**Run 1: wiring by layer**

Drawn at 3 px/um. Only two layers are drawn.
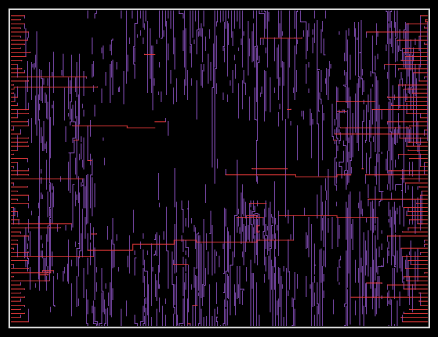
**Run 1: layout detail**

Window x 55 to 85, y 38 to 68 um. Cells in gray, sequential cells in the stronger gray; small squares are vias.
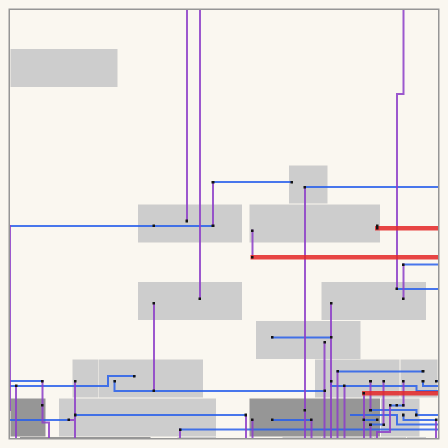
**Run 1: cell outlines without signal wires**

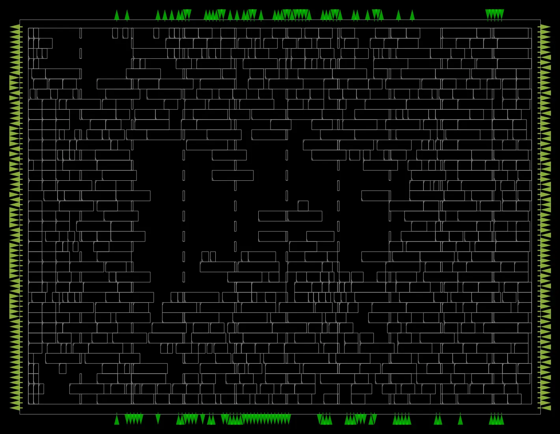
<file path="config.mk">
export PLATFORM = sky130hd
export DESIGN_NAME = pc_fetch_unit
export DESIGN_NICKNAME = d
export VERILOG_FILES = /design/src/rtl/pc_fetch_unit.sv
export SDC_FILE = /design/constraint.sdc
export NUM_CORES = 1
export LEC_CHECK = 0
export CORE_ASPECT_RATIO = 0.75
export CORE_MARGIN = 2
export CORE_UTILIZATION = 42
export CTS_CLUSTER_SIZE = 16
export DETAILED_ROUTE_END_ITERATION = 10
export PLACE_DENSITY = 0.81
export SLEW_MARGIN = 20
export SYNTH_ARGS = -nofsm -noshare
export SYNTH_HDL_FRONTEND = slang
export SYNTH_SLANG_ARGS = --single-unit
</file>
<file path="constraint.sdc">
create_clock -name clk -period 2.2 [get_ports clk]
set_input_delay 0.66 -clock clk [delete_from_list [all_inputs] [get_ports clk]]
set_output_delay 0.66 -clock clk [all_outputs]
set_load 0.01 [all_outputs]
</file>
<file path="src/rtl/pc_fetch_unit.sv">
// Program-counter and instruction-fetch front end: issues one registered
// request at a time, fills a single decode slot, and handles branch redirects.
module pc_fetch_unit #(
    parameter logic [31:0] RESET_PC = 32'h0000_0000,
    parameter logic [31:0] PC_INC   = 32'd4
) (
    input  logic        clk,
    input  logic        rst_n,
    output logic [31:0] add_a,
    output logic [31:0] add_b,
    input  logic [31:0] add_sum,
    input  logic        branch_taken,
    input  logic [31:0] branch_target,
    input  logic        stall,
    output logic        imem_req,
    output logic [31:0] imem_addr,
    input  logic        imem_ack,
    input  logic [31:0] imem_rdata,
    output logic        if_valid,
    output logic [31:0] if_pc,
    output logic [31:0] if_instr,
    input  logic        id_ready
);

    typedef enum logic [1:0] {IDLE, FETCH, DRAIN} state_e;

    state_e      state_q, state_d;
    logic [31:0] pc_q, pc_d;
    logic        req_q, req_d;
    logic [31:0] addr_q, addr_d;
    logic        vld_q, vld_d;
    logic [31:0] ifpc_q, ifpc_d;
    logic [31:0] instr_q, instr_d;
    logic        slot_free;

    assign add_a     = pc_q;
    assign add_b     = PC_INC;
    assign imem_req  = req_q;
    assign imem_addr = addr_q;
    assign if_valid  = vld_q;
    assign if_pc     = ifpc_q;
    assign if_instr  = instr_q;

    // The slot counts as free if it is empty or being consumed this cycle.
    assign slot_free = !vld_q || id_ready;

    always_comb begin
        state_d = state_q;
        pc_d    = pc_q;
        req_d   = req_q;
        addr_d  = addr_q;
        vld_d   = vld_q;
        ifpc_d  = ifpc_q;
        instr_d = instr_q;

        if (vld_q && id_ready) vld_d = 1'b0;

        case (state_q)
            IDLE: begin
                if (!branch_taken && !stall && slot_free) begin
                    state_d = FETCH;
                    req_d   = 1'b1;
                    addr_d  = pc_q;
                end
            end
            FETCH: begin
                if (imem_ack) begin
                    state_d = IDLE;
                    req_d   = 1'b0;
                    if (!branch_taken) begin
                        vld_d   = 1'b1;
                        ifpc_d  = addr_q;
                        instr_d = imem_rdata;
                        pc_d    = add_sum;
                    end
                end else if (branch_taken) begin
                    state_d = DRAIN;
                end
            end
            DRAIN: begin
                if (imem_ack) begin
                    state_d = IDLE;
                    req_d   = 1'b0;
                end
            end
            default: state_d = IDLE;
        endcase

        // Redirect overrides every other pc/slot update, including a same-cycle load.
        if (branch_taken) begin
            pc_d  = branch_target;
            vld_d = 1'b0;
        end
    end

    always_ff @(posedge clk or negedge rst_n) begin
        if (!rst_n) begin
            state_q <= IDLE;
            pc_q    <= RESET_PC;
            req_q   <= 1'b0;
            addr_q  <= 32'h0;
            vld_q   <= 1'b0;
            ifpc_q  <= 32'h0;
            instr_q <= 32'h0;
        end else begin
            state_q <= state_d;
            pc_q    <= pc_d;
            req_q   <= req_d;
            addr_q  <= addr_d;
            vld_q   <= vld_d;
            ifpc_q  <= ifpc_d;
            instr_q <= instr_d;
        end
    end

endmodule

</file>
==> results.py, run 1 <==
# Auto-generated metrics
metrics = {
    "status": {
        "outcome": "finished, final reports clean",
    },
    "cts": {
        "clock_tree_root_buffer_cell": "clkbuf_16",
        "total_of_cells_resized_after_clock_tree_synthesis": 0,
        "clock_tree.buffer_depth": 2,
    },
    "yosys": {
        "most_frequently_used_cell_type_in_the_post_synthesis_netlist": "dfrtp_1",
        "syn_area_sq_mm": 0.005781,
        "netlist-cell-type-count": 27,
        "flop_cell": "dfrtp_1",
        "yosysTopAreaCellShare": 0.5714,
    },
    "final_layout": {
        "combGateArea_sq_mm": 0.002206,
        "ff_count": 132,
        "area_growth_syn_to_layout_pct": 53.44,
        "comb_cells": 247,
        "nNonClkBuffers": 246,
        "dominant_cells": "flip-flops and latches",
        "fillers": 960,
        "final_net_count": 754,
    },
    "final_timing": {
        "finalMaxSlewViolations": 0,
        "finalHoldWorstSlack_ps": 158.8,
        "setup_tns_ps": 0,
    },
    "routing": {
        "first_iter_violations": 178,
    },
    "global_route": {
        "grt_pass1_vias": 4175,
        "most_used_routing_layer_in_global_routing": "met2",
        "gr-total-overflow": 0,
        "global_route.usage.met3": 0.06906,
    },
    "critical_path": {
        "critPathMaxStageDelay_ps": 620,
        "crit_type": "register to primary output",
        "setup.worst_path.start": "add_a[9]",
        "crit_path_end_kind": "primary output",
        "r2r_slack_ps": 370,
    },
    "floorplanning": {
        "fp.dieH_um": 105.6,
        "core-area_sq_mm": 0.01356,
    },
    "job": {
        "openroad.warnings": 28,
    },
    "pwr": {
        "power_density_mw_per_mm2": 1345,
    },
}
Back to the opening pictures, 'wiring by layer':
| color | layer | wire length |
|---|---|---|
| red | met3 | 1,270 um |
| purple | met2 | 7,010 um |
total wire length: 14.37 mm
wire length per cell after detailed routing: 17.21 um
global-route usage over all layers: 0.2011

Back to the opening pictures, 'layout detail':
| color | layer |
|---|---|
| red | met3 |
| blue | met1 |
| purple | met2 |
cells with their middle in the window: 14
most frequent: buf_12 (5), o21bai_1 (2), bufinv_16 (2)
sequential cells in the window: 1
netlist names of flops here include: `state_q` (1)

Back to the opening pictures, 'cell outlines without signal wires':
number of standard-cell rows in the floorplan: 37
flip-flop and latch share of the layout cell area: 0.3724

## run 1: metrics by stage
stage | setup WS (ps) | cell area, sq um | cells | util
after floorplan | 454.2 | 5893 | 436 | -
after global placement | 14.43 | 8268 | 805 | 0.6095
after detailed placement | 17.90 | 8268 | 805 | 0.6095
after CTS | 115.0 | 8870 | 835 | 0.6539
after global routing | 98.79 | 8870 | 835 | 0.6539
final | 134.3 | 8870 | 835 | 0.6539
## run 1: cell families after synthesis
logic type,after synthesis,synth area share
DFF,132,0.5714
muxes,128,0.2814
buffers and inverters,57,0.06883
AOI/OAI and AO/OA,43,0.04004
and+or+nand+nor,41,0.03052
adders and majority gates,3,0.006494
other,2,0.001299
## run 1: layout by cell type (no fill, tap or decap), types with 4 or more instances in the layout
cell type | Yosys | layout
inv_1 | 5 | 5
o21ai_0 | 33 | 33
mux2_2 | 21 | 21
bufinv_16 | 0 | 4
buf_12 | 0 | 8
clkdlybuf4s50_1 | 0 | 229
clkbuf_16 | 0 | 17
mux2_1 | 15 | 15
buf_4 | 33 | 7
mux2i_1 | 32 | 32
clkinv_2 | 0 | 7
conb_1 | 2 | 32
dfrtp_1 | 132 | 132
nand2_1 | 34 | 34
mux2_4 | 60 | 60
## run 1: per-layer routing
layer / vias to the layer above / part of all wire
li1: 1823 / -
met2: 198 / 0.49
met4: 0 / 0.011
met3: 15 / 0.088
met1: 1953 / 0.41
met5: - / 0
## run 1: power groups by stage
stage / sequential (mW) / clock (mW) / combinational (mW)
floorplan: 4.55 / 0 / 1.75
detailed placement: 4.22 / 0 / 4.85
finish: 4.20 / 2.89 / 4.83
global route: 4.33 / 3.06 / 5.13
global placement: 4.16 / 0 / 4.74
CTS: 4.20 / 2.95 / 4.89
--- run 2 (diff from run 1) ---
--- a/config.mk
+++ b/config.mk
@@ -7,10 +7,10 @@
 export LEC_CHECK = 0
 export CORE_ASPECT_RATIO = 0.75
 export CORE_MARGIN = 2
-export CORE_UTILIZATION = 42
+export CORE_UTILIZATION = 38
 export CTS_CLUSTER_SIZE = 16
 export DETAILED_ROUTE_END_ITERATION = 10
-export PLACE_DENSITY = 0.81
+export PLACE_DENSITY = 0.77
 export SLEW_MARGIN = 20
 export SYNTH_ARGS = -nofsm -noshare
 export SYNTH_HDL_FRONTEND = slang
==> constraint.sdc (replaced) <==
create_clock -name clk -period 1.9 [get_ports clk]
set_input_delay 0.57 -clock clk [delete_from_list [all_inputs] [get_ports clk]]
set_output_delay 0.57 -clock clk [all_outputs]
set_load 0.01 [all_outputs]
==> run 2 against run 1 <==
Synthesized cell count unchanged; sequential cell count did not move; die area up 10%; first-iteration DRC count decreased by 35%; combinational power is 1% higher; clock skew is 4.2 ps lower; critical endpoint is now if_pc[24]; highest routed layer unchanged.
==> results.py, run 2 <==
# Auto-generated metrics
metrics = {
    "final_layout": {
        "final_instance_area_sq_mm": 0.008876,
        "layout.cells.most_common": "dfrtp_1",
        "area_growth_syn_to_layout_pct": 53.55,
        "final_net_count": 764,
        "final_instance_count_without_filler_cells": 877,
    },
    "job": {
        "openroad.warnings": 28,
    },
    "status": {
        "outcome": "finished, final reports clean",
    },
    "critical_path": {
        "crit_type": "register to register",
        "crit_path_end_kind": "register",
        "critPathMaxStageDelay_ps": 400,
        "setup.worst_path.start": "state_q[1]",
    },
    "final_timing": {
        "finalMaxSlewViolations": 0,
        "finalHoldWorstSlack_ps": 25.88,
        "setup_tns_ps": 0,
    },
    "cts": {
        "clock_tree_root_buffer_cell": "clkbuf_16",
        "clock_tree.buffer_depth": 2,
    },
    "floorplanning": {
        "fp.dieH_um": 110.8,
        "core-area_sq_mm": 0.01503,
    },
    "yosys": {
        "simple_gate_area_frac": 0.03052,
        "flop_cell": "dfrtp_1",
        "most_frequently_used_cell_type_in_the_post_synthesis_netlist": "dfrtp_1",
        "top_logic_kind": "multiplexers",
        "yosysTopAreaCellShare": 0.5714,
        "synth.area.mux_share": 0.2814,
    },
    "pwr": {
        "pg_clk_mw": 3.51,
        "power_density_mw_per_mm2": 1488,
        "top_power_group": "combinational logic",
        "power_in_combinational_cells_mw": 4.88,
        "sequential_power_mw": 4.82,
    },
    "global_route": {
        "most_used_routing_layer_in_global_routing": "met2",
        "gr-total-overflow": 0,
    },
    "placement": {
        "dp_slack_ps": -227.4,
        "detailed_place.area_sq_mm": 0.008356,
        "post-place-cells": 845,
    },
    "routing": {
        "first_iter_violations": 116,
        "wl_mm": 14.90,
    },
}
[run 2: netlist changes by cell type in the layout (fill, tap and decap cells not counted)]
| cell | delta |
|---|---|
| buf_12 | -2 |
| buf_4 | +12 |
| clkdlybuf4s50_1 | -130 |
| clkinv_2 | -5 |
| clkinv_4 | +4 |
| dlygate4sd2_1 | +118 |
| dlymetal6s2s_1 | +12 |
| inv_6 | +3 |
[run 2: kinds of logic (layout without fill, tap and decap cells)]
group	count (synthesis)	after routing
flops	132	132
mux	128	128
buf+inv	57	293
compound gates	43	43
simple gates	41	41
fa+ha+maj	3	3
other cells	2	32
[run 2: final cells by class]
class / instances / area, sq um
multi-input cells: 247 / 2206
flip-flops and latches: 132 / 3303
inverters: 5 / 18.77
well taps: 205 / 256.5
fillers: 1280 / 6153
clock inverters: 14 / 198.9
repair buffers: 256 / 2454
clock buffers: 18 / 439.2
[run 2: worst min path at each step]
stage | slack [ps] | depth (start not counted) | from | endpoint
global placement | 460 | 1 | rst_n | add_a[26]
detailed placement | 460 | 1 | rst_n | add_a[26]
global route | 20 | 1 | rst_n | add_a[26]
finish | 30 | 1 | rst_n | add_a[26]
CTS | 10 | 1 | rst_n | add_a[26]
floorplan | 270 | 0 | rst_n | add_a[0]
[run 2: worst register-to-register path, stage by stage (launching register included)]
cell	delay, ps
dfrtp_1	400
inv_1	120
ha_1	190
nand2_1	80
or2_4	300
buf_12	190
mux2_4	340
[run 2: routing by layer]
layer | vias up | share of wire
met5 | - | 0
met4 | 0 | 0.013
met3 | 19 | 0.086
met2 | 181 | 0.49
met1 | 2042 | 0.41
li1 | 1849 | -
[run 2: timing repair]
item                       4_1_cts  5_1_grt
setup endpoints to repair      118       12
resized                        118       12
hold buffers                     0        0
pin swaps                        0        0
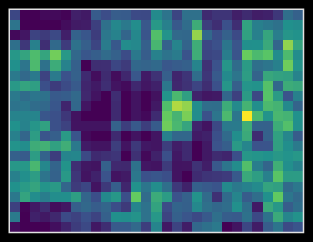
**Above:** run 2 (wiring heat map).
Drawn at 2 px/um. The die is cut into 29 by 22 equal tiles; dark purple is low, yellow is high, scaled to the fullest tile. Values are wire area over tile area, all layers added.
emptiest ninth of the die: center
tiles over half the peak: 20%
nearly empty tiles: 5.2%
mean over tiles: 0.15
fullest tile: 0.47
global-route usage over all layers: 0.1895
wire length per cell after detailed routing: 16.99 um
Vias: 4,091

No activity file was given, so power comes from the tool's default toggle rates.
